File: config.mk
export PLATFORM = sky130hd
export DESIGN_NAME = a10_sata_xcvr_link_seq
export DESIGN_NICKNAME = d
export VERILOG_FILES = /design/src/rtl/a10_sata_xcvr_pkg.sv /design/src/rtl/a10_sata_bit_sync.sv /design/src/rtl/a10_sata_xcvr_link_seq.sv
export SDC_FILE = /design/constraint.sdc
export NUM_CORES = 1
export LEC_CHECK = 0
export ABC_AREA = 1
export ABC_CLOCK_PERIOD_IN_PS = 4100
export CORE_MARGIN = 1.5
export CORE_UTILIZATION = 25
export CTS_BUF_LIST = sky130_fd_sc_hd__clkbuf_8
export CTS_CLUSTER_SIZE = 24
export DETAILED_ROUTE_END_ITERATION = 10
export DONT_BUFFER_PORTS = 1
export PLACE_DENSITY = 0.42
export REMOVE_ABC_BUFFERS = 1
export SETUP_SLACK_MARGIN = 0.5
export SLEW_MARGIN = 15
export SYNTH_ARGS = -nofsm -noshare
export SYNTH_HDL_FRONTEND = slang
export SYNTH_HIERARCHICAL = 1
export SYNTH_SLANG_ARGS = --single-unit
File: constraint.sdc
create_clock -name clock -period 4.1 [get_ports clock]
set_input_delay 0.82 -clock clock [delete_from_list [all_inputs] [get_ports clock]]
set_output_delay 0.82 -clock clock [all_outputs]
set_load 0.02 [all_outputs]
File: src/rtl/a10_sata_xcvr_pkg.sv
// ============================================================================
// Module : a10_sata_xcvr_pkg
// Brief  : Shared state encoding, widths and sizing helpers for the SATA
//          transceiver link sequencer.
// Rev    : 1.0  initial release
// ============================================================================
`default_nettype none

package a10_sata_xcvr_pkg;

    localparam int STATE_W    = 3;
    localparam int DROP_CNT_W = 8;

    localparam logic [STATE_W-1:0] HOLD    = 3'd0;
    localparam logic [STATE_W-1:0] WAIT_TX = 3'd1;
    localparam logic [STATE_W-1:0] WAIT_RX = 3'd2;
    localparam logic [STATE_W-1:0] READY   = 3'd3;
    localparam logic [STATE_W-1:0] FAIL    = 3'd4;

    typedef enum logic [STATE_W-1:0] {
        ST_HOLD    = HOLD,
        ST_WAIT_TX = WAIT_TX,
        ST_WAIT_RX = WAIT_RX,
        ST_READY   = READY,
        ST_FAIL    = FAIL
    } link_state_t;

    function automatic int max3(input int a, input int b, input int c);
        int m;
        m = (a > b) ? a : b;
        return (m > c) ? m : c;
    endfunction

    // Counter width able to hold 0..v-1, never narrower than one bit.
    function automatic int cnt_w(input int v);
        return (v > 1) ? $clog2(v) : 1;
    endfunction

endpackage

`default_nettype wire

File: src/rtl/a10_sata_bit_sync.sv
// ============================================================================
// Module : a10_sata_bit_sync
// Brief  : Two-flop synchroniser for a single asynchronous level, resets to 0.
// Rev    : 1.0  initial release
// ============================================================================
`default_nettype none

module a10_sata_bit_sync
    import a10_sata_xcvr_pkg::*;
(
    input  logic clock,
    input  logic reset,
    input  logic din,
    output logic dout
);

    logic meta;

    always_ff @(posedge clock or negedge reset) begin
        if (!reset) begin
            meta <= 1'b0;
            dout <= 1'b0;
        end else begin
            meta <= din;
            dout <= meta;
        end
    end

endmodule

`default_nettype wire

File: src/rtl/a10_sata_xcvr_link_seq.sv
// ============================================================================
// Module : a10_sata_xcvr_link_seq
// Brief  : Supervises the transceiver reset controller: timed bring-up,
//          bounded retries, loss-of-lock recovery and a clean link status.
// Rev    : 1.0  initial release
// ============================================================================
`default_nettype none

module a10_sata_xcvr_link_seq
    import a10_sata_xcvr_pkg::*;
#(
    parameter int RST_HOLD   = 16,
    parameter int TX_TIMEOUT = 100000,
    parameter int RX_TIMEOUT = 1000000,
    parameter int LOL_FILTER = 64,
    parameter int MAX_RETRY  = 7
) (
    input  logic                               clock,
    input  logic                               reset,
    input  logic                               restart,
    input  logic                               tx_ready,
    input  logic                               rx_ready,
    input  logic                               rx_is_lockedtodata,
    output logic                               xcvr_reset,
    output logic                               link_ready,
    output logic                               fail,
    output logic [$clog2(MAX_RETRY+1)-1:0]     retry_cnt,
    output logic [DROP_CNT_W-1:0]              drop_cnt
);

    localparam int TIMER_W = cnt_w(max3(RST_HOLD, TX_TIMEOUT, RX_TIMEOUT));
    localparam int LOL_W   = cnt_w(LOL_FILTER);
    localparam int RETRY_W = $clog2(MAX_RETRY + 1);

    localparam logic [TIMER_W-1:0] HOLD_LAST = TIMER_W'(RST_HOLD - 1);
    localparam logic [TIMER_W-1:0] TX_LAST   = TIMER_W'(TX_TIMEOUT - 1);
    localparam logic [TIMER_W-1:0] RX_LAST   = TIMER_W'(RX_TIMEOUT - 1);
    localparam logic [LOL_W-1:0]   LOL_LAST  = LOL_W'(LOL_FILTER - 1);
    localparam logic [RETRY_W-1:0] RETRY_MAX = RETRY_W'(MAX_RETRY);

    link_state_t            state;
    link_state_t            state_nxt;
    logic [TIMER_W-1:0]     timer;
    logic [TIMER_W-1:0]     timer_nxt;
    logic [LOL_W-1:0]       lol_cnt;
    logic [LOL_W-1:0]       lol_nxt;
    logic [RETRY_W-1:0]     retry_nxt;
    logic [RETRY_W-1:0]     retry_inc;
    logic [DROP_CNT_W-1:0]  drop_nxt;
    logic                   timeout;
    logic                   link_drop;
    logic                   lock_sync;

    a10_sata_bit_sync u_lock_sync (
        .clock (clock),
        .reset (reset),
        .din   (rx_is_lockedtodata),
        .dout  (lock_sync)
    );

    assign retry_inc = retry_cnt + RETRY_W'(1);

    always_comb begin
        state_nxt = state;
        timer_nxt = timer;
        lol_nxt   = '0;
        retry_nxt = retry_cnt;
        drop_nxt  = drop_cnt;
        timeout   = 1'b0;
        link_drop = 1'b0;

        if (restart) begin
            state_nxt = ST_HOLD;
            timer_nxt = '0;
            retry_nxt = '0;
        end else begin
            case (state)
                ST_HOLD: begin
                    if (timer == HOLD_LAST) state_nxt = ST_WAIT_TX;
                    else                    timer_nxt = timer + TIMER_W'(1);
                end
                ST_WAIT_TX: begin
                    if (tx_ready)             state_nxt = ST_WAIT_RX;
                    else if (timer == TX_LAST) timeout  = 1'b1;
                    else                       timer_nxt = timer + TIMER_W'(1);
                end
                ST_WAIT_RX: begin
                    if (tx_ready && rx_ready) begin
                        state_nxt = ST_READY;
                        retry_nxt = '0;
                    end else if (!tx_ready || timer == RX_LAST) begin
                        timeout = 1'b1;
                    end else begin
                        timer_nxt = timer + TIMER_W'(1);
                    end
                end
                ST_READY: begin
                    // Ready handshakes dropping are trusted outright; only
                    // CDR lock loss is filtered against glitches.
                    if (!tx_ready || !rx_ready) begin
                        link_drop = 1'b1;
                    end else if (!lock_sync) begin
                        if (lol_cnt == LOL_LAST) link_drop = 1'b1;
                        else                     lol_nxt   = lol_cnt + LOL_W'(1);
                    end
                end
                ST_FAIL: begin
                    state_nxt = ST_FAIL;
                end
                default: begin
                    state_nxt = ST_HOLD;
                end
            endcase

            if (timeout) begin
                retry_nxt = retry_inc;
                state_nxt = (retry_inc >= RETRY_MAX) ? ST_FAIL : ST_HOLD;
            end

            if (link_drop) begin
                state_nxt = ST_HOLD;
                drop_nxt  = (drop_cnt == '1) ? drop_cnt : drop_cnt + DROP_CNT_W'(1);
            end
        end

        if (state_nxt != state) timer_nxt = '0;
    end

    // Outputs are registered from the next state so they line up with it.
    always_ff @(posedge clock or negedge reset) begin
        if (!reset) begin
            state      <= ST_HOLD;
            timer      <= '0;
            lol_cnt    <= '0;
            retry_cnt  <= '0;
            drop_cnt   <= '0;
            xcvr_reset <= 1'b1;
            link_ready <= 1'b0;
            fail       <= 1'b0;
        end else begin
            state      <= state_nxt;
            timer      <= timer_nxt;
            lol_cnt    <= lol_nxt;
            retry_cnt  <= retry_nxt;
            drop_cnt   <= drop_nxt;
            xcvr_reset <= (state_nxt == ST_HOLD) || (state_nxt == ST_FAIL);
            link_ready <= (state_nxt == ST_READY);
            fail       <= (state_nxt == ST_FAIL);
        end
    end

endmodule

`default_nettype wire

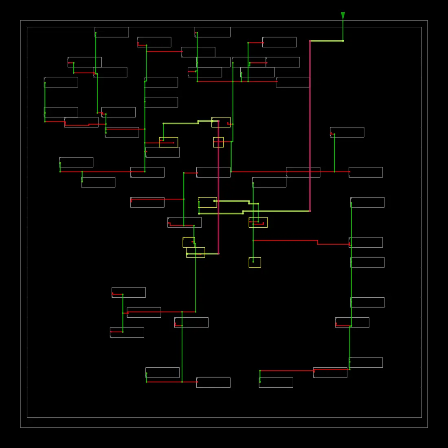
**Above:** run 1 (clock nets).
number of clock sinks seen by CTS: 45
tally of clock buffers in the finished layout: 5
clock-net power: 306 uW

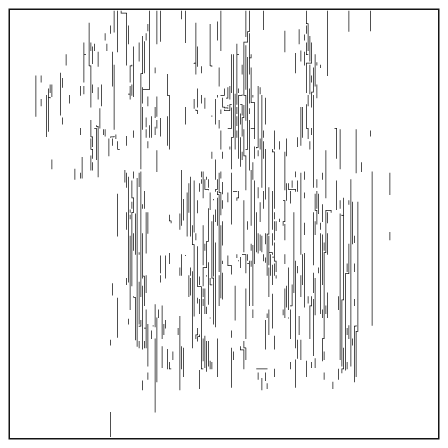
**Above:** run 1 (the metal 2 layer).
The layer carries 3170 um of wire. The wires run mostly vertical. The layer holds 45% of the routed length. The longest straight run is 48.3 um. 275 nets have wire on it.

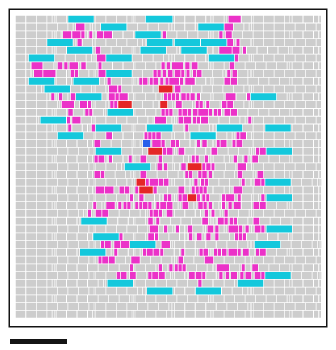
**Above:** run 1 (placement by cell class).
Bar = 20 um. Fill, decap, tap and diode cells in grey.
Red is clock drivers and dummy loads, cells 8. Blue is other buffers and delay cells, cells 1. Magenta is all other logic, cells 320. Cyan is flops, cells 45.
area inside the core boundary: 11400 sq um
fin area: 3060 sq um
Util after Layout: 0.269
FP Rows: 39
fraction of area in registers: 0.368

==> summary.txt, run 1 <==
Synthesis and place-and-route results.

- The post-CTS hold buffer count recorded in the log is 0.
- For this run the aggregate overflow at the end of global routing stands at 0.
- The count of synthesis-stage warnings from yosys is 6.
- The switching part of the total is 0.251.
- Of the total synthesized cell area, the portion taken by AND, OR, NAND and NOR gates is 0.393.
- Yosys mapped a number of flops with a built-in enable equal to 0.
- The number of antenna violations at the first check in global routing is 0.
- For this run, the script counts the antenna cells in the layout as 0.
- Per the post-synthesis stats, the area per cell is 7.56 sq um.
- In the finished design, the share of the clock period the worst path needs comes to 0.657.
- The routed layout has roughly 2.4k vias.
- The worst min-delay path class is input pin to async pin.
- According to the I/O placement log, the pin count is 20.
- The critical-path cell with the highest stage delay is nor2_4.
- The residual antenna-violating net count after detailed routing is 0.
- The internal portion of the total power is 578 uW.
- The global placer's final weighted congestion is 0.826.
- The number of placed cells counting well taps is 509.
- The chip occupies about 12000 sq um.
- The share of power burned in the clock network is 0.396.
- STA classifies the critical path startpoint as a register.
- Per the synth stats, the flop cell with the highest instance count is dfrtp_1.
- The summed negative setup slack over all endpoints is 0 ps.
- VDD sags by at most roughly 0.11 mV.
- The chip area line in the Yosys stat output reads between 2000 and 3000 sq um.
- The post-layout minimum cycle time is about 2700 ps.
- For the pin with the worst max-slew slack, the measured transition is a little over 800 ps.
- The share of layout cells above drive strength 1 is 0.0802.
- The share of total power dissipated in sequential elements is 0.585.
- Per report_power, the Sequential row totals 451 uW.
- For reference, the critical path cell chain is ha_1, nand3_2, nor2_1, inv_1, nor2_1, nand2_1, nand2_1, nand2_2, nor2_4, nor2_1, nor2_4, nand4_1, nand2_1.
- Along the critical path, the tally of buffer and inverter instances is 1.
- The met2 usage in global routing is 0.193.
- The total track usage is 0.121.
- In the final report, the number of hold violations comes to 0.
- Entering global routing, the biggest net connects about 46 pins.
- The sort of element at the end of the critical path is a register.
- The OpenROAD warning count is 26.
- The worst-case headroom to the max-slew limit is 0.462.
- The peak per-stage delay on the critical path is roughly 640 ps.
- The number of buffers inserted to repair setup after CTS is 0.
- For reference, the top cells by area after synthesis are dfrtp_1, nand4_1, nor2_1.
- The number of cells reported by Yosys stat comes to 383.
- The via count of the first global-routing pass came to 2414.
- The fraction of the yosys area taken by sequential cells is 0.389.
- The cell resize tally after clock tree synthesis is 0.
- The detailed-routing iteration count for the pre-antenna-repair pass is 4.
- The global-route wire length before repair is 12200 um.
- The final count of pins violating max slew is 0.
- Clock tree synthesis inserted a total of 5 buffers.
- The run finished with clean final reports.
- Of the total synthesized cell area, the portion taken by AND-OR and OR-AND cells is 0.0216.
- The y dimension of the die is roughly 110 um.
- The pre-CTS setup slack is 1420 ps.
- The completed layout was analyzed and its total power is around 770 uW.
- Across all hold checks on the routed design, the worst slack comes to between 150 and 200 ps.
- Detailed-route iteration 0 reported a violation count of 191.
- Once routing completed, OpenROAD measured the worst setup slack at 1400 ps.
- The post-synthesis cell count is 383.
- The share of total power dissipated in combinational logic is 0.018.
- Per the detail_route report, routed wire per instance is 13.5 um.
- The met1 track utilization from global routing is 0.167.
- After synthesis, the most frequently instantiated cells are nor2_1, nand2_1, nand4_1.
- The number of distinct library cells after synthesis is 33.
- The leakage power summed over all cells is 0.00140 uW.
- The cell with the most instances after synthesis is nor2_1.
- The number of levels in the clock H-tree is 2.
- The register bit total from synthesis is 45.
- The script logs the ratio of routed vias to standard cells as about 4.6.
- For this run, global-route usage on met3 was measured as 0.0181.
- The HPWL after detailed placement is 4880 um.
- The die extent in x is between 100 and 150 um.
- The arrival time of the worst setup path is 2950 ps.
- The cell family contributing the most delay on the critical path is simple AND/OR/NAND/NOR gates.
- The maximum clock insertion buffer count is 2.
- The net count of the finished layout is 384.
- The group that draws the most power in this run is sequential cells.
- The combinational power is 13.9 uW.
- The number of maximum-capacitance violations is 0.
- Of the post-synthesis cell area, the part taken by muxes is 0.00389.
- Timing would allow up to 0.371 GHz.
- The adder-cell share of the synthesized area is 0.0216.
- The clock latency of the later-clocked register in the worst-skew pair is roughly 310 ps.
- The switching power summed over all nets is 193 uW.
- The total standard cell area after synthesis is 2900 sq um.
- The synthesized-area fraction occupied by xor and xnor cells is 0.0756.
- The CTS clock-pin slew for the worst setup and hold paths is 100 ps.
- The cell at the root of the clock tree is clkbuf_8.
- As logged by OpenROAD, the buffers inserted on ports number 0.
- The count of endpoints failing setup in the final report is 0.
- For this run, the number of standard cells in the final layout without fillers is 517.
- The TritonCTS clock tree is built.
- The top fanout value on the critical path is 39.
- Per the synthesis report, the dominant area consumer among library cells is dfrtp_1.
- The portion of synthesized cell area occupied by the leading cell type is 0.380.
- The critical path data required time is 4350 ps.
- The largest family of logic cells by area is simple AND/OR/NAND/NOR gates.
run 1: cells in the final DEF (no fill, tap or decap), types with 6 or more instances in the layout:
| cell | instances |
|---|---|
| nand2_1 | 62 |
| xor2_1 | 16 |
| xnor2_1 | 9 |
| nor2_1 | 66 |
| nor3_1 | 9 |
| inv_1 | 38 |
| nand2_2 | 6 |
| dfrtp_1 | 44 |
| nand4_1 | 47 |
| nand3_1 | 30 |
run 1: sequential cells by signal, summed over array words and instances (netlist names):
| register | cells |
|---|---|
| u_lock_sync/meta | 1 |
| state | 3 |
| xcvr_reset | 1 |
| retry_cnt | 3 |
| lol_cnt | 6 |
| u_lock_sync/dout | 1 |
| drop_cnt | 8 |
| fail | 1 |
| link_ready | 1 |
| timer | 20 |
run 1: through the flow:
step | util | area, sq um
after detailed placement | 0.261 | 2970
after global routing | 0.269 | 3060
final | 0.269 | 3060
after global placement | 0.261 | 2970
after floorplan | - | 2780
after CTS | 0.269 | 3060
run 1: path summary, 6_finish.rpt:
path	startpoint	endpoint	slack, ps	cells after the start
min reg2reg	u_lock_sync/meta	u_lock_sync/dout	380	0
min	reset	drop_cnt[7]	190	0
min in group clock	u_lock_sync/meta	u_lock_sync/dout	380	0
max in group asynchronous	reset	xcvr_reset	3730	0
max reg2reg	timer[0]	timer[18]	1400	13
max	timer[0]	timer[18]	1400	13
run 1: layer usage:
metal	vias to the layer above	wire length, um
li1	1238	-
met1	1117	3520
met2	32	3170
met3	11	162
met4	0	129
met5	-	0
run 1: area by class of cell:
cell class	instances	area [sq um]
flip-flops and latches	45	1130
clock buffers	5	68.8
multi-input cells	277	1490
well taps	143	179
fillers	1233	8310
repair buffers	1	7.51
clock inverters	3	25.0
inverters	43	161
==> run 1 -> run 2 <==
- ABC_CLOCK_PERIOD_IN_PS: 4100 -> 2700
- clock period: 4.1 -> 2.7 ns (I/O delays scaled with it)
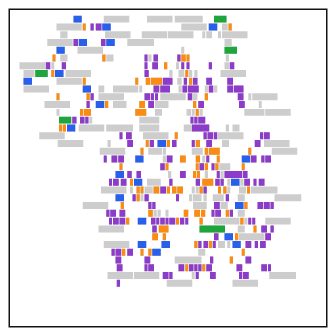
**Above:** run 2 (gate-type map).
Green is adder and majority cells, cells 5. Purple is NAND gates, cells 151. Orange is NOR gates, cells 83. Blue is XOR/XNOR gates, cells 25.

==> summary.txt, run 2 <==
Synthesis and place-and-route results.

- Outcome: finished, final reports clean (unchanged).
- The worst IR drop on VDD came to 0.205 mV (was 0.111 mV).
- The top fanout value on the critical path is 5 (was 39).
- The met1 track utilization from global routing is 0.169 (was 0.167).
- The cell with the most instances after synthesis was nor2_1 (unchanged).
- The switching part of the total was 0.260 (was 0.251).
- The via count normalized by instance count was 4.73 (was 4.64).
- The achievable clock frequency is 0.466 GHz (was 0.371 GHz).
- The number of input and output port buffers inserted was 0 (unchanged).
- The via count of the first global-routing pass is 2396 (was 2414).
- The y dimension of the die is 111 um (unchanged).
- Most frequent cells in the layout: nor2_1, nand2_1, nand4_1, dfrtp_1, inv_1 (unchanged).
- The die area is 12200 sq um (unchanged).
- The net count of the finished layout is 401 (was 384).
- The count of synthesis-stage warnings from yosys was 6 (unchanged).
- The power attributed to sequential cells is 686 uW (was 451 uW).
- The design internal power is 886 uW (was 578 uW).
- The sort of element at the end of the critical path was a register (unchanged).
- The violation count after the first detailed-routing iteration is 150 (was 191).
- The fraction of the yosys area taken by sequential cells was 0.389 (unchanged).
- The power consumed by the clock network was 463 uW (was 306 uW).
- The number of flops mapped to enable cells by yosys is 0 (unchanged).
- The worst-margin pin slew came to 463 ps (was 805 ps).
- The register bit total from synthesis is 45 (unchanged).
- The maximum clock insertion buffer count is 2 (unchanged).
- The total track usage is 0.119 (was 0.121).
- The number of buffers inserted to repair setup after CTS is 0 (unchanged).
- The top routing layer in use is met4 (unchanged).
- The number of levels in the clock H-tree came to 2 (unchanged).
- The number of distinct library cells after synthesis is 33 (unchanged).
- The arrival time of the worst setup path was 2390 ps (was 2950 ps).
- The detailed-routing iteration count for the pre-antenna-repair pass is 4 (unchanged).
- The post-layout minimum cycle time is 2150 ps (was 2700 ps).
- The post-synthesis cell count is 383 (unchanged).
- The residual antenna-violating net count after detailed routing came to 0 (unchanged).
- The kind of start point of the critical path is a register (unchanged).
- Biggest registers after layout: timer: 20 flops, drop_cnt: 8 flops, lol_cnt: 6 flops (unchanged).
- The number of flip-flops under the largest register name was 20 (unchanged).
- The count of endpoints failing setup in the final report is 0 (unchanged).
- Ranking of synthesized cells by area: dfrtp_1, nand4_1, nor2_1 (unchanged).
- The number of vias in the routed layout was 2524 (was 2398).
- The sequential power share is 0.573 (was 0.585).
- The TritonCTS sink count was 45 (unchanged).
- The critical path data required time is 2940 ps (was 4350 ps).
- The worst-case headroom to the max-slew limit is 0.689 (was 0.462).
- The cell resize tally after clock tree synthesis is 2 (was 0).
- The number of rows in the core area was 39 (unchanged).
- The total overflow reported by the global router was 0 (unchanged).
- The met2 routed wirelength is 3420 um (was 3170 um).
- The post-route fraction of the period consumed by the critical path is 0.795 (was 0.657).
- The portion of synthesized cell area occupied by the leading cell type was 0.380 (unchanged).
- The number of antenna repair diodes is 0 (unchanged).
- The dominant register cell was dfrtp_1 (unchanged).
- The sum of net half-perimeters after detailed placement is 4910 um (was 4880 um).
- The final hold violation count came to 0 (unchanged).
- The cell count in the Yosys report came to 383 (unchanged).
- The routed length on met3 is 238 um (was 162 um).
- The global-route track usage on met3 was 0.0192 (was 0.0181).
- The met2 usage in global routing is 0.186 (was 0.193).
- The global-route wire length before repair is 12100 um (was 12200 um).
- The global placer's final weighted congestion is 0.813 (was 0.826).
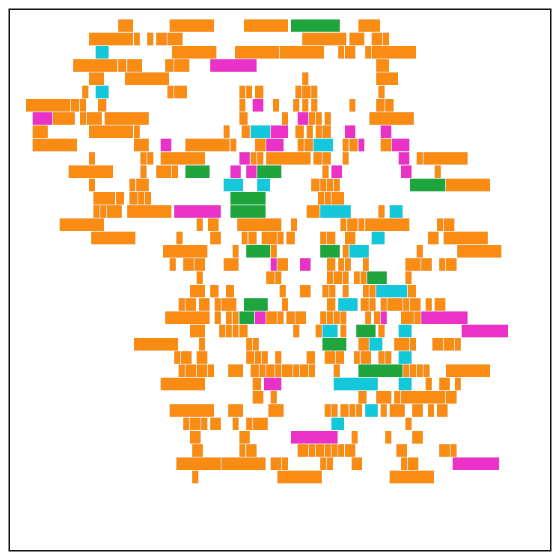
**Above:** run 2 (cells by drive strength).
Cyan is drive 3 to 4, cells 20. Magenta is drive 2, cells 27. Orange is drive 1 or less, cells 330. Green is drive 6 and up, cells 14.
fin area: 3350 sq um
post-synthesis to final-layout area growth: 15.5%
fin worst setup slack: 554 ps
count of non-CTS buffers in the layout: 18

[run 2: kinds of logic after synthesis]
family,after synthesis,share of synthesized area
compound gates,10,0.0216
xor+xnor,25,0.0756
fa+ha+maj,5,0.0216
buf+inv,61,0.0950
flops,45,0.389
mux,1,0.00389
simple gates,236,0.393
[run 2: area by class of cell]
cell class	count	area, sq um	area share
clock buffers	5	68.8	0.0206
clock inverters	3	25.0	0.00748
multi-input cells	277	1560	0.465
repair buffers	18	221	0.0662
flip-flops and latches	45	1130	0.339
well taps	143	179	0.0535
inverters	43	161	0.0482
[run 2: path summary, 6_finish.rpt]
kind                                          to                from  slack [ps]  cells past startpoint
worst max-delay path                   timer[17]            timer[1]         550                     15
worst min-delay path                  xcvr_reset               reset          60                      0
worst max register to register         timer[17]            timer[1]         550                     15
worst min register to register  u_lock_sync/dout    u_lock_sync/meta         360                      0
max in group asynchronous               timer[0]               reset        2420                      1
min in group clock              u_lock_sync/meta  rx_is_lockedtodata         250                      0
[run 2: worst max-delay path: stages (launching register included)]
cell	delay [ps]
dfrtp_1	430
ha_4	190
nand3_4	100
nor2_4	140
inv_1	40
nor2_1	90
nand2_1	100
nand2_1	90
nand2_2	70
nor2_4	160
nor2_2	60
nor2_4	160
buf_12	140
clkbuf_16	140
nand4_1	80
nand2_1	80
[run 2: stage by stage]
stage          instance area [sq um]  utilization  total power, uW  cells  hold slack (ps)
3_5_place_dp                    3020        0.265              722    512              246
5_1_grt                         3350        0.294             1250    534             37.6
3_3_place_gp                    3020        0.265              721    512              246
2_1_floorplan                   2780            -              715    365              244
4_1_cts                         3140        0.276             1210    521             46.9
6_report                        3350        0.294             1200    534             59.1
==> run 2 -> run 3 <==
- ABC_CLOCK_PERIOD_IN_PS: 2700 -> 1800
- PLACE_DENSITY: 0.42 -> 0.44
- clock period: 2.7 -> 1.8 ns (I/O delays scaled with it)
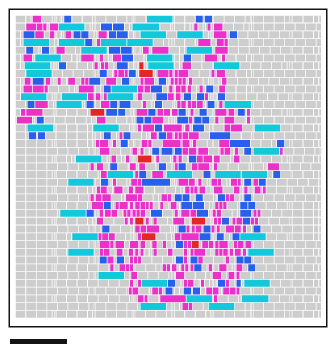
**Above:** run 3 (placement by cell class).
Bar = 20 um. Fill, decap, tap and diode cells in grey.
Red is clock drivers and dummy loads, cells 8. Blue is other buffers and delay cells, cells 115. Cyan is flops, cells 45. Magenta is all other logic, cells 323.
Util after Layout: 0.380
fin area: 4320 sq um

==> summary.txt, run 3 <==
Synthesis and place-and-route results.

- Outcome: complete, but fails checks (was finished, final reports clean).
- The checks that failed: hold timing, setup timing.
- The number of input and output port buffers inserted came to 0 (unchanged).
- The routed metal-1 wire length is 4030 um (was 3770 um).
- The routed length on met3 is 325 um (was 238 um).
- The cell count in the Yosys report is 383 (unchanged).
- The register-to-register path setup slack is -270 ps (was 550 ps).
- The kind of start point of the critical path is a register (unchanged).
- The total overflow reported by the global router came to 0 (unchanged).
- The cell at the root of the clock tree is clkbuf_8 (unchanged).
- The critical path endpoint is timer[4] (was timer[17]).
- The violation count after the first detailed-routing iteration is 122 (was 150).
- Biggest registers after layout: timer: 20 flops, drop_cnt: 8 flops, lol_cnt: 6 flops (unchanged).
- The final count of pins violating max slew is 0 (unchanged).
- The via count of the first global-routing pass is 3087 (was 2396).
- The leakage power summed over all cells is 0.00206 uW (was 0.00153 uW).
- The number of placed cells counting well taps came to 589 (was 512).
- The share of layout cells above drive strength 1 is 0.389 (was 0.156).
- The dominant register cell is dfrtp_1 (unchanged).
- The detailed-routing iteration count for the pre-antenna-repair pass is 4 (unchanged).
- The number of buffers inserted to repair setup after CTS is 28 (was 0).
- The post-layout minimum cycle time is 2070 ps (was 2150 ps).
- The residual antenna-violating net count after detailed routing is 0 (unchanged).
- The cell resize tally after clock tree synthesis is 55 (was 2).
- The pre-CTS setup slack is -624 ps (was 470 ps).
- The minimum hold slack is -275 ps (was 59.1 ps).
- The worst reg-to-reg path cell count is 13 (was 15).
- The worst setup slack after layout is -273 ps (was 554 ps).
- The reg-to-reg startpoint is timer[0] (was timer[1]).
- The number of distinct library cells after synthesis was 33 (unchanged).
- The start point of the critical path is timer[0] (was timer[1]).
- The count of endpoints failing setup in the final report is 24 (was 0).
- The number of levels in the clock H-tree came to 2 (unchanged).
- Most frequent cells in the layout: buf_4, nand2_1, nor2_1, nand4_1, dfrtp_1 (was nor2_1, nand2_1, nand4_1, dfrtp_1, inv_1).
- The top fanout value on the critical path is 4 (was 5).
- The number of maximum-capacitance violations is 0 (unchanged).
- The achievable clock frequency is 0.482 GHz (was 0.466 GHz).
- The number of flops mapped to enable cells by yosys is 0 (unchanged).
- The number of antenna repair diodes was 0 (unchanged).
- The top register by number of flip-flops is timer (unchanged).
- Ranking of synthesized cells by area: dfrtp_1, nand4_1, nor2_1 (unchanged).
- The number of vias in the routed layout is 2985 (was 2524).
- The worst IR drop on VDD is 0.216 mV (was 0.205 mV).
- The fraction of the yosys area taken by sequential cells is 0.389 (unchanged).
- The total standard cell area after synthesis is 2900 sq um (unchanged).
- The sort of element at the end of the critical path is a register (unchanged).
- The post-detailed-route wirelength per cell came to 14.3 um (was 14.1 um).
- The die extent in x is 111 um (unchanged).
- The commonest non-fill, non-tap cell in the layout is buf_4 (was nor2_1).
- The post-synthesis cell count is 383 (unchanged).
- The area overhead of the layout relative to synthesis was 49.2% (was 15.5%).
- The CTS clock-pin slew for the worst setup and hold paths is 100 ps (about the same).
- The worst min-delay path class was input pin to async pin (unchanged).
- The number of flip-flops under the largest register name is 20 (unchanged).
- Top post-synthesis cells by count: nor2_1, nand2_1, nand4_1 (unchanged).
- The count of pins on the block boundary is 20 (unchanged).
- The OpenROAD warning count is 30 (was 27).
- The maximum number of pins on one net before global-route repair is 46 (was 45).
- The worst-case headroom to the max-slew limit is 0.729 (was 0.689).
- The met2 routed wirelength was 4500 um (was 3420 um).
- The global-route wire length before repair is 14900 um (was 12100 um).
- The yosys stat chip area is 2900 sq um (unchanged).
- The net count of the finished layout came to 501 (was 401).
- The total track usage was 0.149 (was 0.119).
- The sum of net half-perimeters after detailed placement is 5820 um (was 4910 um).
- The number of antenna violations at the first check in global routing was 0 (unchanged).
- The cell with the most instances after synthesis was nor2_1 (unchanged).
- The post-route fraction of the period consumed by the critical path was 1.15 (was 0.795).
- The core area is 11400 sq um (unchanged).
- The portion of synthesized cell area occupied by the leading cell type is 0.380 (unchanged).
- The overall power is 1780 uW (was 1200 uW).
- The non-filler instance count after layout is 634 (was 534).
- The tally of filler cells in the layout is 1174 (was 1239).
- The count of synthesis-stage warnings from yosys is 6 (unchanged).
- The average instance area after synthesis is 7.56 sq um (unchanged).
- The maximum clock insertion buffer count came to 2 (unchanged).
- The area of the multi-input gates was 1770 sq um (was 1560 sq um).
- The final hold violation count is 45 (was 0).
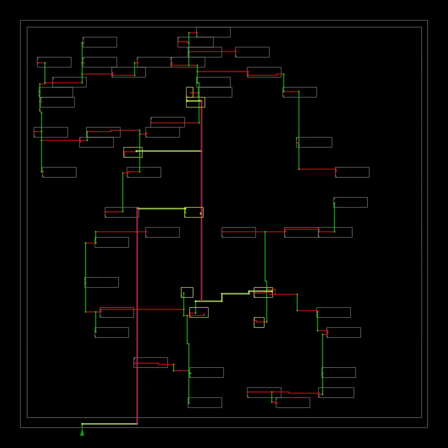
**Above:** run 3 (clock nets).
insertion delay of the later-clocked pin in the worst-skew pair: 320 ps
CTS Buf Count: 5
clock-net power: 685 uW

[run 3: stage by stage]
stage / utilization / TNS, ps / hold slack [ps]
after floorplan: - / -11320 / 64.4
after global placement: 0.316 / -11340 / 66.3
after detailed placement: 0.316 / -12360 / 66.4
after CTS: 0.365 / -4000 / -283
after global routing: 0.380 / -8100 / -295
final: 0.380 / -5090 / -275
[run 3: cells by family after synthesis]
| logic type | Yosys count | synth area share |
|---|---|---|
| AOI/OAI and AO/OA | 10 | 0.0216 |
| xor gates and xnor gates | 25 | 0.0756 |
| adders and majority gates | 5 | 0.0216 |
| buffers and inverters | 61 | 0.0950 |
| DFF | 45 | 0.389 |
| muxes | 1 | 0.00389 |
| and+or+nand+nor | 236 | 0.393 |
[run 3: per-layer routing]
layer / GRT usage / up-vias
met5: 0 / -
met4: 0.0624 / 0
met3: 0.0209 / 14
met2: 0.258 / 58
met1: 0.187 / 1430
li1: - / 1483
[run 3: worst max-delay path, stage by stage, from the launching register on]
cell,delay [ps]
dfrtp_1,400
ha_4,180
nand4_1,150
nor2_2,180
nand3_2,100
buf_6,140
nand3_4,90
nand2_2,50
nand2_2,90
nand2_4,120
nor2_4,200
buf_2,170
nand4_1,70
nand2_1,70
[run 3: layout make-up]
class,count,area share
Clock buffer,5,0.0159
Clock inverter,3,0.00492
Tap cell,143,0.0414
Sequential cell,45,0.261
Timing Repair Buffer,115,0.230
Multi-Input combinational cell,280,0.409
Inverter,43,0.0379
[run 3: power breakdown]
group / switching [uW] / total (uW) / internal [uW]
sequential: 8.15 / 1030 / 1020
clock: 408 / 685 / 277
combinational: 33.0 / 68.7 / 35.7
Power figures rest on the tool's default switching activity, not on a simulated workload.
